## src/rtl/bus_pkg.sv

```systemverilog
// Shared widths, direction constants, state and command types for the bus master sequencer.
package bus_pkg;

   localparam int unsigned BUS_ADDR_W = 16;
   localparam int unsigned BUS_DATA_W = 16;

   localparam logic RW_WRITE = 1'b1;
   localparam logic RW_READ  = 1'b0;

   typedef enum logic [2:0] {
      StIdle    = 3'd0,
      StReq     = 3'd1,
      StXfer    = 3'd2,
      StRelease = 3'd3,
      StResp    = 3'd4
   } bus_master_state_t;

   typedef struct packed {
      logic                  rw;
      logic [BUS_ADDR_W-1:0] addr;
      logic [BUS_DATA_W-1:0] wdata;
   } bus_cmd_t;

endpackage

```

## src/rtl/bus_timeout_cnt.sv

```systemverilog
// Saturating cycle counter with synchronous clear; hit_o flags count at or beyond limit_i.
module bus_timeout_cnt #(
   parameter int unsigned Width = 6
) (
   input  logic             clk,
   input  logic             rst,
   input  logic             clr_i,
   input  logic             en_i,
   input  logic [Width-1:0] limit_i,
   output logic             hit_o
);

   logic [Width-1:0] cnt_q, cnt_d;

   always_comb begin
      cnt_d = cnt_q;
      if (clr_i) begin
         cnt_d = '0;
      end else if (en_i && (cnt_q != '1)) begin
         cnt_d = cnt_q + Width'(1);
      end
   end

   always_ff @(posedge clk) begin
      if (rst) begin
         cnt_q <= '0;
      end else begin
         cnt_q <= cnt_d;
      end
   end

   assign hit_o = (cnt_q >= limit_i);

endmodule

```

## src/rtl/bus_master_ctrl.sv

```systemverilog
// Master-side sequencer: takes one command, requests the bus, runs the transfer with
// grant/transfer timeouts and retries, releases the bus and returns a one-cycle response.
module bus_master_ctrl
   import bus_pkg::*;
#(
   parameter int unsigned ADDR_W        = BUS_ADDR_W,
   parameter int unsigned DATA_W        = BUS_DATA_W,
   parameter int unsigned GRANT_TIMEOUT = 32,
   parameter int unsigned XFER_TIMEOUT  = 16,
   parameter int unsigned MAX_RETRIES   = 2
) (
   input  logic              clk,
   input  logic              rst,
   input  logic              cmd_valid_i,
   output logic              cmd_ready_o,
   input  logic              cmd_rw_i,
   input  logic [ADDR_W-1:0] cmd_addr_i,
   input  logic [DATA_W-1:0] cmd_wdata_i,
   output logic              rsp_valid_o,
   output logic [DATA_W-1:0] rsp_rdata_o,
   output logic              rsp_error_o,
   output logic              barq_o,
   input  logic              bagd_i,
   output logic [ADDR_W-1:0] addr_o,
   output logic              rw_o,
   output logic [DATA_W-1:0] wdata_o,
   input  logic [DATA_W-1:0] rdata_i,
   input  logic              data_strobe_i,
   input  logic              arb_error_i
);

   localparam int unsigned CntMax = (GRANT_TIMEOUT > XFER_TIMEOUT) ? GRANT_TIMEOUT : XFER_TIMEOUT;
   localparam int unsigned CntW   = $clog2(CntMax + 1);
   localparam int unsigned RetW   = (MAX_RETRIES > 0) ? $clog2(MAX_RETRIES + 1) : 1;

   localparam logic [CntW-1:0] GrantLimit = CntW'(GRANT_TIMEOUT - 1);
   localparam logic [CntW-1:0] XferLimit  = CntW'(XFER_TIMEOUT - 1);

   bus_master_state_t state_q, state_d;
   bus_cmd_t          cmd_q, cmd_d;
   logic              err_q, err_d;
   logic              retry_q, retry_d;
   logic [RetW-1:0]   retries_q, retries_d;
   logic [DATA_W-1:0] rdata_q, rdata_d;

   logic            cnt_clr, cnt_en, cnt_hit;
   logic [CntW-1:0] cnt_limit;
   logic            bus_drive;

   // One counter serves both phases; it is cleared on every phase change.
   bus_timeout_cnt #(
      .Width (CntW)
   ) u_timeout_cnt (
      .clk     (clk),
      .rst     (rst),
      .clr_i   (cnt_clr),
      .en_i    (cnt_en),
      .limit_i (cnt_limit),
      .hit_o   (cnt_hit)
   );

   assign cnt_limit = (state_q == StReq) ? GrantLimit : XferLimit;

   always_comb begin
      state_d   = state_q;
      cmd_d     = cmd_q;
      err_d     = err_q;
      retry_d   = retry_q;
      retries_d = retries_q;
      rdata_d   = rdata_q;
      cnt_clr   = 1'b1;
      cnt_en    = 1'b0;
      unique case (state_q)
         StIdle: begin
            if (cmd_valid_i) begin
               cmd_d     = '{rw: cmd_rw_i, addr: cmd_addr_i, wdata: cmd_wdata_i};
               err_d     = 1'b0;
               retry_d   = 1'b0;
               retries_d = '0;
               rdata_d   = '0;
               state_d   = StReq;
            end
         end
         StReq: begin
            cnt_clr = 1'b0;
            cnt_en  = 1'b1;
            if (arb_error_i || (!bagd_i && cnt_hit)) begin
               err_d   = 1'b1;
               state_d = StRelease;
            end else if (bagd_i) begin
               cnt_clr = 1'b1;
               state_d = StXfer;
            end
         end
         StXfer: begin
            cnt_clr = 1'b0;
            cnt_en  = 1'b1;
            if (arb_error_i) begin
               err_d   = 1'b1;
               state_d = StRelease;
            end else if (data_strobe_i) begin
               rdata_d = (cmd_q.rw == RW_READ) ? rdata_i : '0;
               state_d = StRelease;
            end else if (!bagd_i || cnt_hit) begin
               // A lost grant is handled exactly like a transfer timeout.
               if (32'(retries_q) < MAX_RETRIES) begin
                  retries_d = retries_q + RetW'(1);
                  retry_d   = 1'b1;
               end else begin
                  err_d = 1'b1;
               end
               state_d = StRelease;
            end
         end
         StRelease: begin
            if (!bagd_i) begin
               retry_d = 1'b0;
               state_d = retry_q ? StReq : StResp;
            end
         end
         StResp: begin
            state_d = StIdle;
         end
         default: begin
            state_d = StIdle;
         end
      endcase
   end

   always_ff @(posedge clk) begin
      if (rst) begin
         state_q   <= StIdle;
         cmd_q     <= '0;
         err_q     <= 1'b0;
         retry_q   <= 1'b0;
         retries_q <= '0;
         rdata_q   <= '0;
      end else begin
         state_q   <= state_d;
         cmd_q     <= cmd_d;
         err_q     <= err_d;
         retry_q   <= retry_d;
         retries_q <= retries_d;
         rdata_q   <= rdata_d;
      end
   end

   // Gating with rst drops the request in the very cycle reset is sampled.
   assign bus_drive   = (state_q == StXfer) && bagd_i && !rst;
   assign barq_o      = ((state_q == StReq) || (state_q == StXfer)) && !rst;
   assign cmd_ready_o = (state_q == StIdle) && !rst;

   assign addr_o  = bus_drive ? cmd_q.addr : '0;
   assign rw_o    = bus_drive && (cmd_q.rw == RW_WRITE);
   assign wdata_o = (bus_drive && (cmd_q.rw == RW_WRITE)) ? cmd_q.wdata : '0;

   assign rsp_valid_o = (state_q == StResp);
   assign rsp_error_o = rsp_valid_o && err_q;
   assign rsp_rdata_o = (rsp_valid_o && !err_q) ? rdata_q : '0;

endmodule

```

## config.mk

```make
export PLATFORM = sky130hd
export DESIGN_NAME = bus_master_ctrl
export DESIGN_NICKNAME = d
export VERILOG_FILES = /design/src/rtl/bus_pkg.sv /design/src/rtl/bus_timeout_cnt.sv /design/src/rtl/bus_master_ctrl.sv
export SDC_FILE = /design/constraint.sdc
export NUM_CORES = 1
export LEC_CHECK = 0
export CELL_PAD_IN_SITES_DETAIL_PLACEMENT = 0
export CELL_PAD_IN_SITES_GLOBAL_PLACEMENT = 1
export CORE_UTILIZATION = 30
export CTS_CLUSTER_SIZE = 28
export DETAILED_ROUTE_END_ITERATION = 10
export GPL_TIMING_DRIVEN = 0
export PLACE_DENSITY = 0.73
export SYNTH_ARGS = -nofsm -noshare
export SYNTH_HDL_FRONTEND = slang
export SYNTH_HIERARCHICAL = 1
export SYNTH_SLANG_ARGS = --single-unit
export TNS_END_PERCENT = 50
```

## constraint.sdc

```tcl
create_clock -name clk -period 2.2 [get_ports clk]
set_input_delay 0.44 -clock clk [delete_from_list [all_inputs] [get_ports clk]]
set_output_delay 0.44 -clock clk [all_outputs]
set_load 0.02 [all_outputs]
```

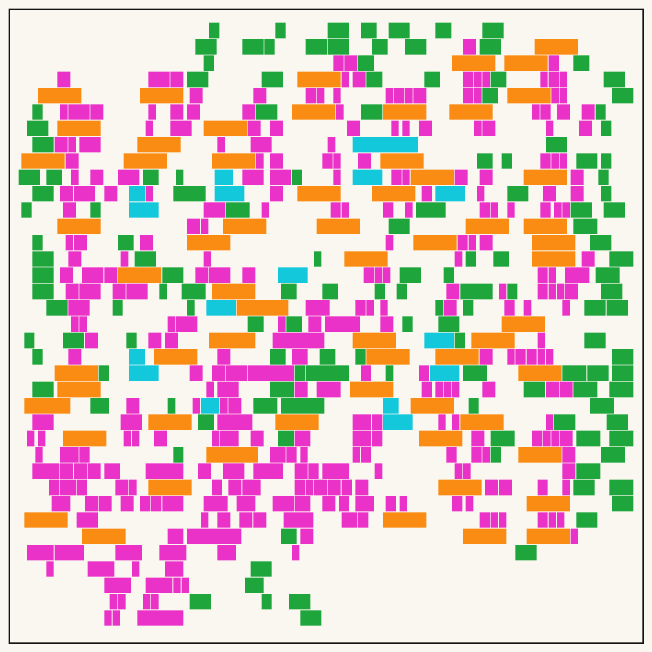
*Placed cells, one color a class, run 1*
(6 px per um)
Magenta marks all other logic, cells 315. Green marks other buffers and delay cells, cells 143. Cyan marks clock drivers and dummy loads, cells 16. Orange marks flip-flops, cells 62.
Final Cell Area: 4790 um2
Core Area: 10,300 um2
Placement Rows: 37
Seq area share: 26.1%

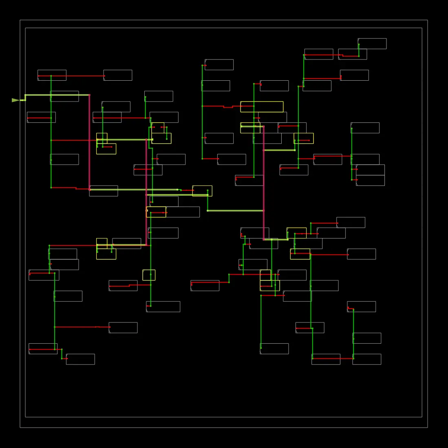
*Clock routing, run 1*
clkbuf count: 10
P_clk: 1040 uW
Flops: 62

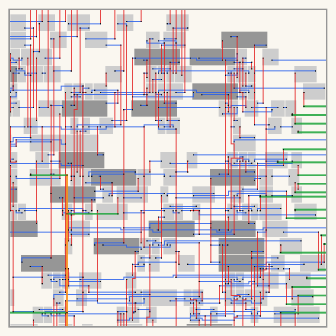
*A small window of the routed layout, run 1*
Region (54, 54) to (104, 104) um. Cells in gray, sequential cells in the stronger gray; small squares are vias.
Green marks met3. Red marks met2. Blue marks met1. Orange marks met4.
Netlist names of flops here include `cmd_q` (17). Sequential cells in the window: 17. Most frequent: nand2_1 (42), a21oi_1 (20), clkdlybuf4s50_1 (20). 153 logic cells have their middle in the window.

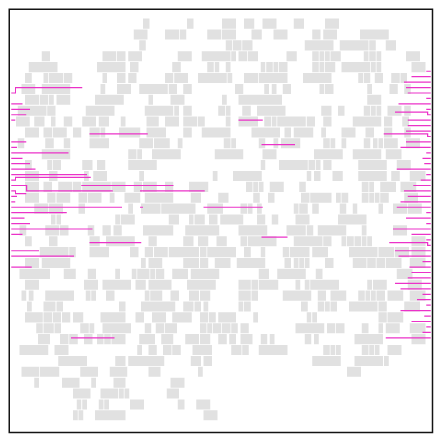
*Metal 3, run 1*
(4 px per um)
The layer holds 6.4% of the routed length. The longest straight run is 27.4 um. The layer carries 585 um of wire. 78 nets have wire on it.
DR vias: 3,095
GRT met3 Usage: 5.07%
final wirelength: 9.14 mm

==> flow_summary_export.csv, run 1 <==
group,metric,value,unit
global_route,grt_first_pass_wirelength,15.0,mm
yosys,adder_share,2.73,%
cts,post_cts_resized,196,
final_timing,worst_hold_slack,453,ps
critical_path,reg2reg_from,"state_q[2]",
cts,cts-root-buf,"clkbuf_8",
layout,logic_area,1900,um2
layout,largest_register,"cmd_q",
layout,layout.cells.most_common,"nand2_1",
final_timing,setup_viol,1,
yosys,most_common_cell,"nand2_1",
final_timing,postLayoutSetupSlackWorst,-58.9,ps
yosys,ys_seq_share,38.7,%
global_route,grt_pass1_vias,3166,
drt,highest_layer,"met4",
power_and_ir_drop,p_per_area,847,nW/um2
flow_run,stage_log_warnings,28,
drt,routed-wl-met3,584,um
layout,top_regs,"cmd_q: 33 flops, rdata_q: 16 flops, u_timeout_cnt/cnt_q: 6 flops",
worst_hold_path,hold_start,"cmd_q[5]",
layout,largest_reg_flops,33,
yosys,syn_area,3210,um2
yosys,edf_count,0,
power_and_ir_drop,irDropWorstVdd,0.000454,V
global_route,grt_max_degree,13,
critical_path,critPathMaxFanout,10,
status,violations,"setup timing",
drt,post_drt_wl_per_cell,13.6,um
critical_path,crit_path_frequent_cell,"buf_6",
critical_path,path_depth,7,
power_and_ir_drop,power_switching,1460,uW
status,status,"complete, but fails checks",
## Run 2: what changed since run 1
CORE_ASPECT_RATIO = 1.5   (was not set)
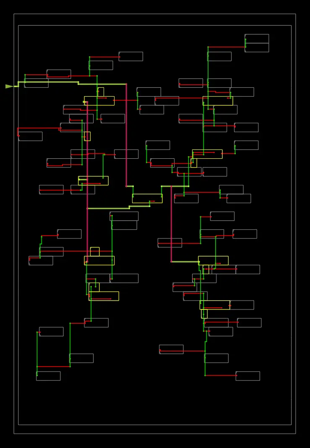
*Clock routing, run 2*
clk latency late pin: 320 ps
clock sinks: 62

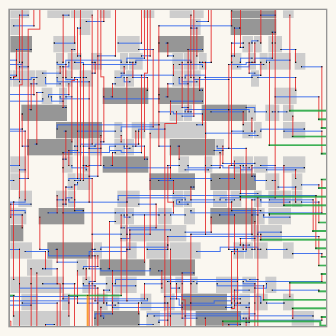
*A small window of the routed layout, run 2*
Region (36, 71) to (86, 121) um. Cells in gray, sequential cells in the stronger gray; small squares are vias.
Blue marks met1. Orange marks met4. Green marks met3. Red marks met2.
144 logic cells have their middle in the window. Most frequent: nand2_1 (40), a21oi_1 (20), dfxtp_1 (20). Sequential cells in the window: 20. Netlist names of flops here include `cmd_q` (20).

==> run 2 against run 1 <==
Sequential power is essentially flat. Wire length about the same. Maximum frequency rose by 0.10%. Synthesized cell count unchanged. Critical path type is now reg2reg. The run still ends with setup timing left. Via count increased by 2.3%. First-iteration DRC count fell by 10%. Critical path depth up 5. Clock power grew about 20%. Die size is essentially flat.
==> flow_summary_export.csv, run 2 <==
group,metric,value,unit
power_and_ir_drop,irDropWorstVdd,0.000424,V
flow_run,stage_log_warnings,28,
drt,post_drt_wl_per_cell,13.5,um
drt,routed-wl-met3,547,um
layout,largest_register,"cmd_q",
layout,top_regs,"cmd_q: 33 flops, rdata_q: 16 flops, u_timeout_cnt/cnt_q: 6 flops",
layout,fin_area,4760,um2
power_and_ir_drop,power_switching,1480,uW
yosys,edf_count,0,
drt,wl,9.15,mm
power_and_ir_drop,p_per_area,901,nW/um2
final_timing,worst_hold_slack,449,ps
cts,post_cts_resized,180,
cts,cts_htree_levels,3,
layout,clock_buffers,9,
final_timing,period_needed,2260,ps
cts,cts-root-buf,"clkbuf_16",
global_route,gr-usage-met3,3.98,%
global_route,grt_max_degree,12,
status,status,"complete, but fails checks",
floorplanning,core-area,10200,um2
yosys,syn_area,3210,um2
final_timing,setup_viol,2,
layout,layout.cells.most_common,"nand2_1",
worst_hold_path,hold_start,"cmd_q[2]",
global_route,grt_first_pass_wirelength,14.1,mm
layout,n_all_buffers,146,
yosys,most_common_cell,"nand2_1",
yosys,adder_share,2.73,%
layout,sh_seq_area,26.3,%
status,violations,"setup timing",
power_and_ir_drop,p_clk,1250,uW
final_timing,postLayoutSetupSlackWorst,-56.5,ps
layout,flops,62,
layout,logic_area,1880,um2
layout,largest_reg_flops,33,
Power and IR drop assume default switching activity.
